File: src/rtl/dct_pkg.sv
// Shared constants and types for the 8x8 block DCT engine.
//
// BLOCK_SIZE  positions per dimension of a block (power of two, >= 2)
// IDX_WIDTH   width of a single coefficient index
// idx_t       one coefficient index (u or v)
// IDX_LAST    highest index value, i.e. the last row/column of a block
package dct_pkg;

  localparam int BLOCK_SIZE = 8;
  localparam int IDX_WIDTH  = $clog2(BLOCK_SIZE);

  typedef logic [IDX_WIDTH-1:0] idx_t;

  localparam idx_t IDX_LAST = idx_t'(BLOCK_SIZE - 1);

endpackage

File: src/rtl/uv_scan_counter_ff_en.sv
// Generic enabled register with a synchronous active-low reset.
// The reset value is a runtime port so one module can serve the DCT state
// register, the coefficient output registers and the index counters alike.
//
// Ports:
//   clk      rising-edge clock
//   rst_n    synchronous active-low reset, loads rst_val
//   en       load enable for D
//   rst_val  value taken on reset
//   D        next value
//   Q        registered value
module ff_en #(
  parameter int WIDTH = 1
) (
  input  logic             clk,
  input  logic             rst_n,
  input  logic             en,
  input  logic [WIDTH-1:0] rst_val,
  input  logic [WIDTH-1:0] D,
  output logic [WIDTH-1:0] Q
);

  // Reset wins over enable; without enable the register simply holds.
  always_ff @(posedge clk) begin
    if (!rst_n) begin
      Q <= rst_val;
    end else if (en) begin
      Q <= D;
    end
  end

endmodule

File: src/rtl/uv_scan_counter.sv
// Two-level (u, v) coefficient index sequencer for the block DCT engine.
// Walks every position of a BLOCK_SIZE x BLOCK_SIZE block in row-major order
// (u outer, v inner) and flags the final position so the DCT controller can
// leave its calculating state. The sequencer saturates at the last position
// instead of wrapping.
//
// Ports:
//   clk      rising-edge clock
//   rst_n    synchronous active-low reset, index pair goes to (0,0)
//   restart  synchronous clear of the index pair to (0,0), beats go
//   go       advance enable
//   u        outer (row) index, registered
//   v        inner (column) index, registered
//   done     high while the registered pair is the last position
module uv_scan_counter
  import dct_pkg::*;
(
  input  logic                 clk,
  input  logic                 rst_n,
  input  logic                 restart,
  input  logic                 go,
  output logic [IDX_WIDTH-1:0] u,
  output logic [IDX_WIDTH-1:0] v,
  output logic                 done
);

  idx_t u_next;
  idx_t v_next;

  // Terminal flag is decoded straight from the registered indices so it lines
  // up with the cycle in which (IDX_LAST, IDX_LAST) is presented.
  assign done = (u == IDX_LAST) && (v == IDX_LAST);

  // Next-index logic. The registers load every cycle, so holding is expressed
  // here by feeding back the current value. Gating the advance with done is
  // what makes the scan saturate rather than wrap back to (0,0).
  always_comb begin
    u_next = u;
    v_next = v;
    if (restart) begin
      u_next = '0;
      v_next = '0;
    end else if (go && !done) begin
      if (v == IDX_LAST) begin
        v_next = '0;
        u_next = u + 1'b1;
      end else begin
        v_next = v + 1'b1;
      end
    end
  end

  ff_en #(
    .WIDTH(IDX_WIDTH)
  ) u_reg (
    .clk    (clk),
    .rst_n  (rst_n),
    .en     (1'b1),
    .rst_val('0),
    .D      (u_next),
    .Q      (u)
  );

  ff_en #(
    .WIDTH(IDX_WIDTH)
  ) v_reg (
    .clk    (clk),
    .rst_n  (rst_n),
    .en     (1'b1),
    .rst_val('0),
    .D      (v_next),
    .Q      (v)
  );

endmodule

File: config.mk
export PLATFORM = sky130hd
export DESIGN_NAME = uv_scan_counter
export DESIGN_NICKNAME = d
export VERILOG_FILES = /design/src/rtl/dct_pkg.sv /design/src/rtl/uv_scan_counter_ff_en.sv /design/src/rtl/uv_scan_counter.sv
export SDC_FILE = /design/constraint.sdc
export NUM_CORES = 1
export LEC_CHECK = 0
export CAP_MARGIN = 5
export CORE_AREA = 5 5 42 44
export CTS_CLUSTER_SIZE = 25
export DETAILED_ROUTE_END_ITERATION = 12
export DIE_AREA = 0 0 47 49
export GPL_TIMING_DRIVEN = 0
export SLEW_MARGIN = 10
export SYNTH_ARGS = -nofsm -noshare
export SYNTH_HDL_FRONTEND = slang
export SYNTH_SLANG_ARGS = --single-unit
File: constraint.sdc
create_clock -name clk -period 1.9 [get_ports clk]
set_input_delay 0.285 -clock clk [delete_from_list [all_inputs] [get_ports clk]]
set_output_delay 0.285 -clock clk [all_outputs]
set_load 0.005 [all_outputs]
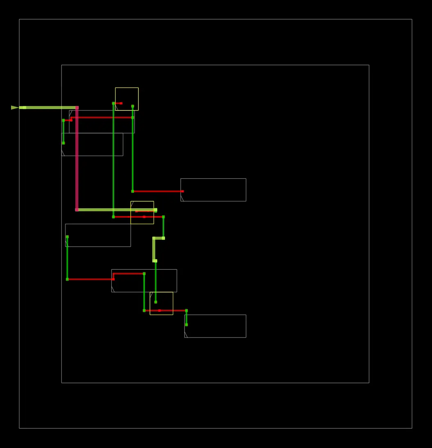
Fig. 1. Clock routing.
clock network power: 0.119 mW
Late-Pin Clk Latency: 0.24 ns
CTS sink cnt: 6

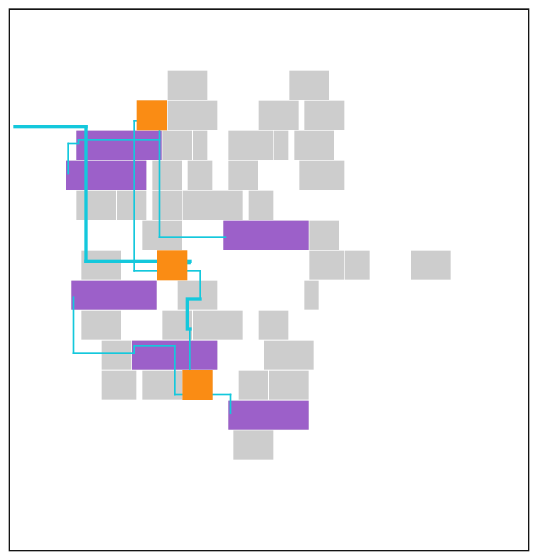
Fig. 2. Clock distribution.
- cyan: clock wires (length 116 um)
- purple: flip-flops (count 6)
- orange: clock drivers (count 3)
- routed clock nets: 4
skew final: 0.000356 ns
power share of the clock group: 43.2%

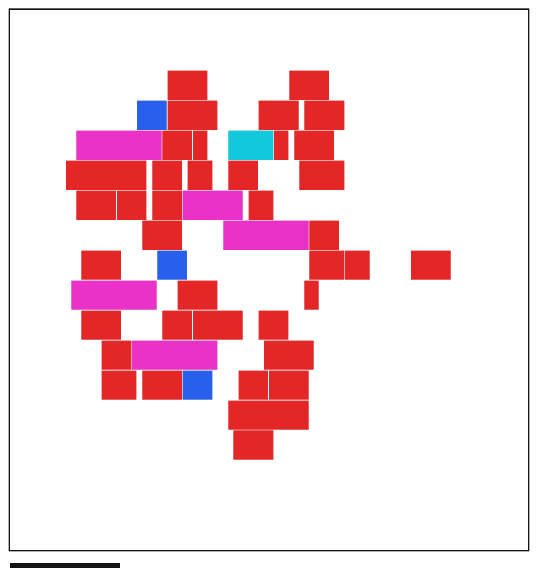
Fig. 3. Cell sizes after repair.
The bar under the picture is 10 um long.
- cyan: _6 and larger (cells 1; share 2.1%; most used buf_6)
- blue: _3 and _4 cells (cells 3; share 6.4%; most used clkbuf_4)
- magenta: _2 cells (cells 5; share 11%; most used dfxtp_2)
- red: _0 and _1 cells (cells 38; share 81%; most used clkdlybuf4s50_1)

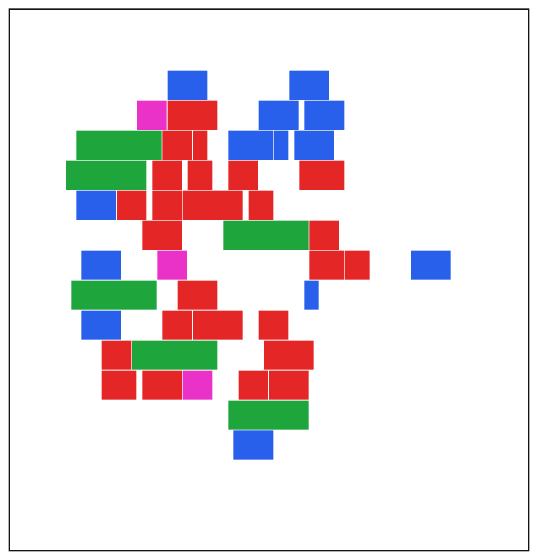
Fig. 4. Cells coloured by class.
- green: flops (cells 6; share of their area 26%)
- red: combinational and other logic (cells 25; share of their area 45%)
- magenta: clock drivers (cells 3; share of their area 4.6%)
- blue: other buffers and delay cells (cells 13; share of their area 24%)
utilization after layout: 36.1%
FP Rows: 14
fraction of area in registers: 24.8%

==> run_results.csv <==
group,metric,value,unit
finish,n_all_buffers,13,
global_route,antenna_found_initial,0,
clocking,cts_buffer_depth,2,
finish,regArea,125,um2
power,ir_worst_vdd,0.254,mV
detailed_routing,drc,0,
finish,buf_share,23.5,%
yosys,yosysChipArea,355,um2
finish,fin_nets,57,
worst_hold_path,holdPathEnd,"v_reg.Q[0]$_SDFFE_PP0P_",
worst_setup_path,crit_type,"register to primary output",
clocking,cts_setup_buffers,0,
global_route,grt_pass1_vias,263,
placement,gp_congestion,0.664,
finish,final-comb-area,215,um2
yosys,ys_sh_simple,28.9,%
yosys,syn_area_per_cell,10.5,um2
yosys,postSynthCellCount,34,
flow_run,maxCapViolCount,0,
power,power,0.275,mW
yosys,synth_top_cell_by_area,"dfxtp_1",
detailed_routing,drt-met1-wl,357,um
worst_setup_path,cp_num_buf_inv,1,
finish,instances_no_fill,63,
final_timing,fin_setup_tns,0,ns
detailed_routing,wl_met2,322,um
floorplanning,pin_count,11,
worst_setup_path,rrSetupSlack,0.47,ns
worst_hold_path,worstHoldPathCells,1,
final_timing,min_period_over_period,96.3,%
yosys,syn-num-nets,42,
flow_run,tool_warnings,26,
worst_setup_path,crit_path_max_fanout,4,
final_timing,slew_headroom,68.7,%
finish,drive_gt1_share,19.1,%
floorplanning,fp.dieH,49,um
placement,io_buffers,10,
yosys,ys_seq_share,33.8,%
global_route,grt_pass1_wl,1120,um
worst_setup_path,crit_required,1.62,ns
final_timing,tightest_slew,0.465,ns
yosys,xor_share,0,%
yosys,yosysUniqueCellTypes,13,
finish,flops,6,
clocking,numCtsBuffers,3,
yosys,synthArstFlopShare,0,%
worst_setup_path,cpMostUsedCell,"ha_1",
worst_setup_path,reg2regPathDepth,4,
placement,place_ws,0.264,ns
worst_hold_path,worstHoldStart,"v_reg.Q[0]$_SDFFE_PP0P_",
global_route,grt_use_total,7.12,%
worst_setup_path,cp.depth,4,
detailed_routing,top_layer_used,"met4",
floorplanning,die_w,47,um
finish,logic_gates,24,
yosys,ys_top_logic_family,"simple AND/OR/NAND/NOR gates",
worst_setup_path,critical_path_arrival,1.54,ns
floorplanning,core_area,1400,um2
worst_setup_path,r2r-start,"u_reg.Q[0]$_SDFFE_PP0P_",
yosys,ys_cells,34,
finish,clock_area_share,4.46,%
floorplanning,n_tap_cell,16,
detailed_routing,wl_met3,28,um
final_timing,setup_viol,0,
detailed_routing,routed_wl,721,um
yosys,most_common_cell,"nand3b_1",
power,leakagePower,0.192,nW
status,status,"complete, no violations",
final_timing,slew_viol_final,0,
clocking,ctsHoldBuffers,0,
global_route,grt.met3_usage,3.32,%
worst_hold_path,hp-class,"register to register",
final_timing,period_minus_slack,1.83,ns
final_timing,hold_slack,0.474,ns
final_timing,fin_ws,0.0711,ns
yosys,syn_area,355,um2
yosys,fa_ha_area_share,14.1,%
global_route,met2_usage,7.92,%
clocking,ctsHtreeMaxLevel,1,
yosys,common_cells,"nand3b_1, dfxtp_1, ha_1, mux2i_1",
detailed_routing,avgRoutedWirePerCell,11.4,um
worst_setup_path,cpMaxStageDelayCell,"clkdlybuf4s50_1",
finish,n_antenna_cell,0,
detailed_routing,drtIter0Drc,2,
yosys,mux_area_share,11.3,%
final_timing,rsz0062_at_grt,"no",
detailed_routing,ant_nets,0,
worst_setup_path,critical_path.endpoint,"done",
clocking,ctsResizeCount,1,
global_route,grt-busiest-layer,"met1",
finish,area_delta_synth_final,42.3,%
detailed_routing,drtPass1Iterations,2,
final_timing,max_freq,547,MHz
global_route,grt_overflow,0,
finish,largest_cell_class,"logic gates",
placement,place_area,475,um2
global_route,grt_max_degree,11,
worst_setup_path,cp_slowest_stage_delay,0.43,ns
worst_setup_path,regToRegEndpoint,"v_reg.Q[2]$_SDFFE_PP0P_",
finish,n_clock_buffer,3,
floorplanning,dieArea,2300,um2
worst_setup_path,worstPathCellList,"ha_1 -> ha_1 -> and2_1 -> clkdlybuf4s50_1",
clocking,cts_tree,"done",
global_route,met1_usage,9.27,%
yosys,ys_warn_count,0,
floorplanning,fp-utilization,25.4,%
yosys,edf_count,0,
worst_setup_path,cp_top_family,"buffers and inverters",
yosys,numSynthFlops,6,
worst_setup_path,crit_start,"u_reg.Q[0]$_SDFFE_PP0P_",
finish,n_all_inverters,1,
worst_setup_path,worstSetupEndpointType,"primary output",
detailed_routing,dr_total_vias,303,
detailed_routing,viasPerCell,4.81,
yosys,topCellsByArea,"dfxtp_1, nand3b_1, ha_1",
clocking,clkTransAtPathRegs,0.05,ns
finish,sh_comb_area,42.6,%
placement,placed_cells,60,
yosys,ys_sh_aoi,5.63,%
worst_setup_path,cp-start-kind,"register",
finish,final_area,505,um2
power,power.density,545,nW/um2
finish,fillers,155,
clocking,cts-root-buf,"clkbuf_4",
yosys,dominantRegCellSynth,"dfxtp_1",
yosys,top_area_share,33.8,%
final_timing,finalHoldViolations,0,
## registers in the layout (all words and copies together), names as in the netlist
register / count
u_reg.Q: 3
v_reg.Q: 3
## cells in the final DEF, fill, tap and decap left out
cell type and n:
ha_2 1, clkbuf_1 2, clkdlybuf4s50_1 10, o22ai_1 2
nand3b_1 9, mux2i_1 4, ha_1 3, inv_1 1
nand4bb_1 1, and2_1 1, and3b_1 1, buf_6 1
dfxtp_1 2, dfxtp_2 4, clkbuf_4 3, a21boi_0 1
or3b_1 1
## where the power goes
group | leakage (nW) | switching [mW] | total, mW | internal, mW
Clock | 0.0138 | 0.0474 | 0.119 | 0.0716
Combinational | 0.128 | 0.0105 | 0.0271 | 0.0166
Sequential | 0.0504 | 0.00139 | 0.129 | 0.128
Total | 0.192 | 0.0593 | 0.275 | 0.216
Power is estimated from default activity; no workload was simulated.
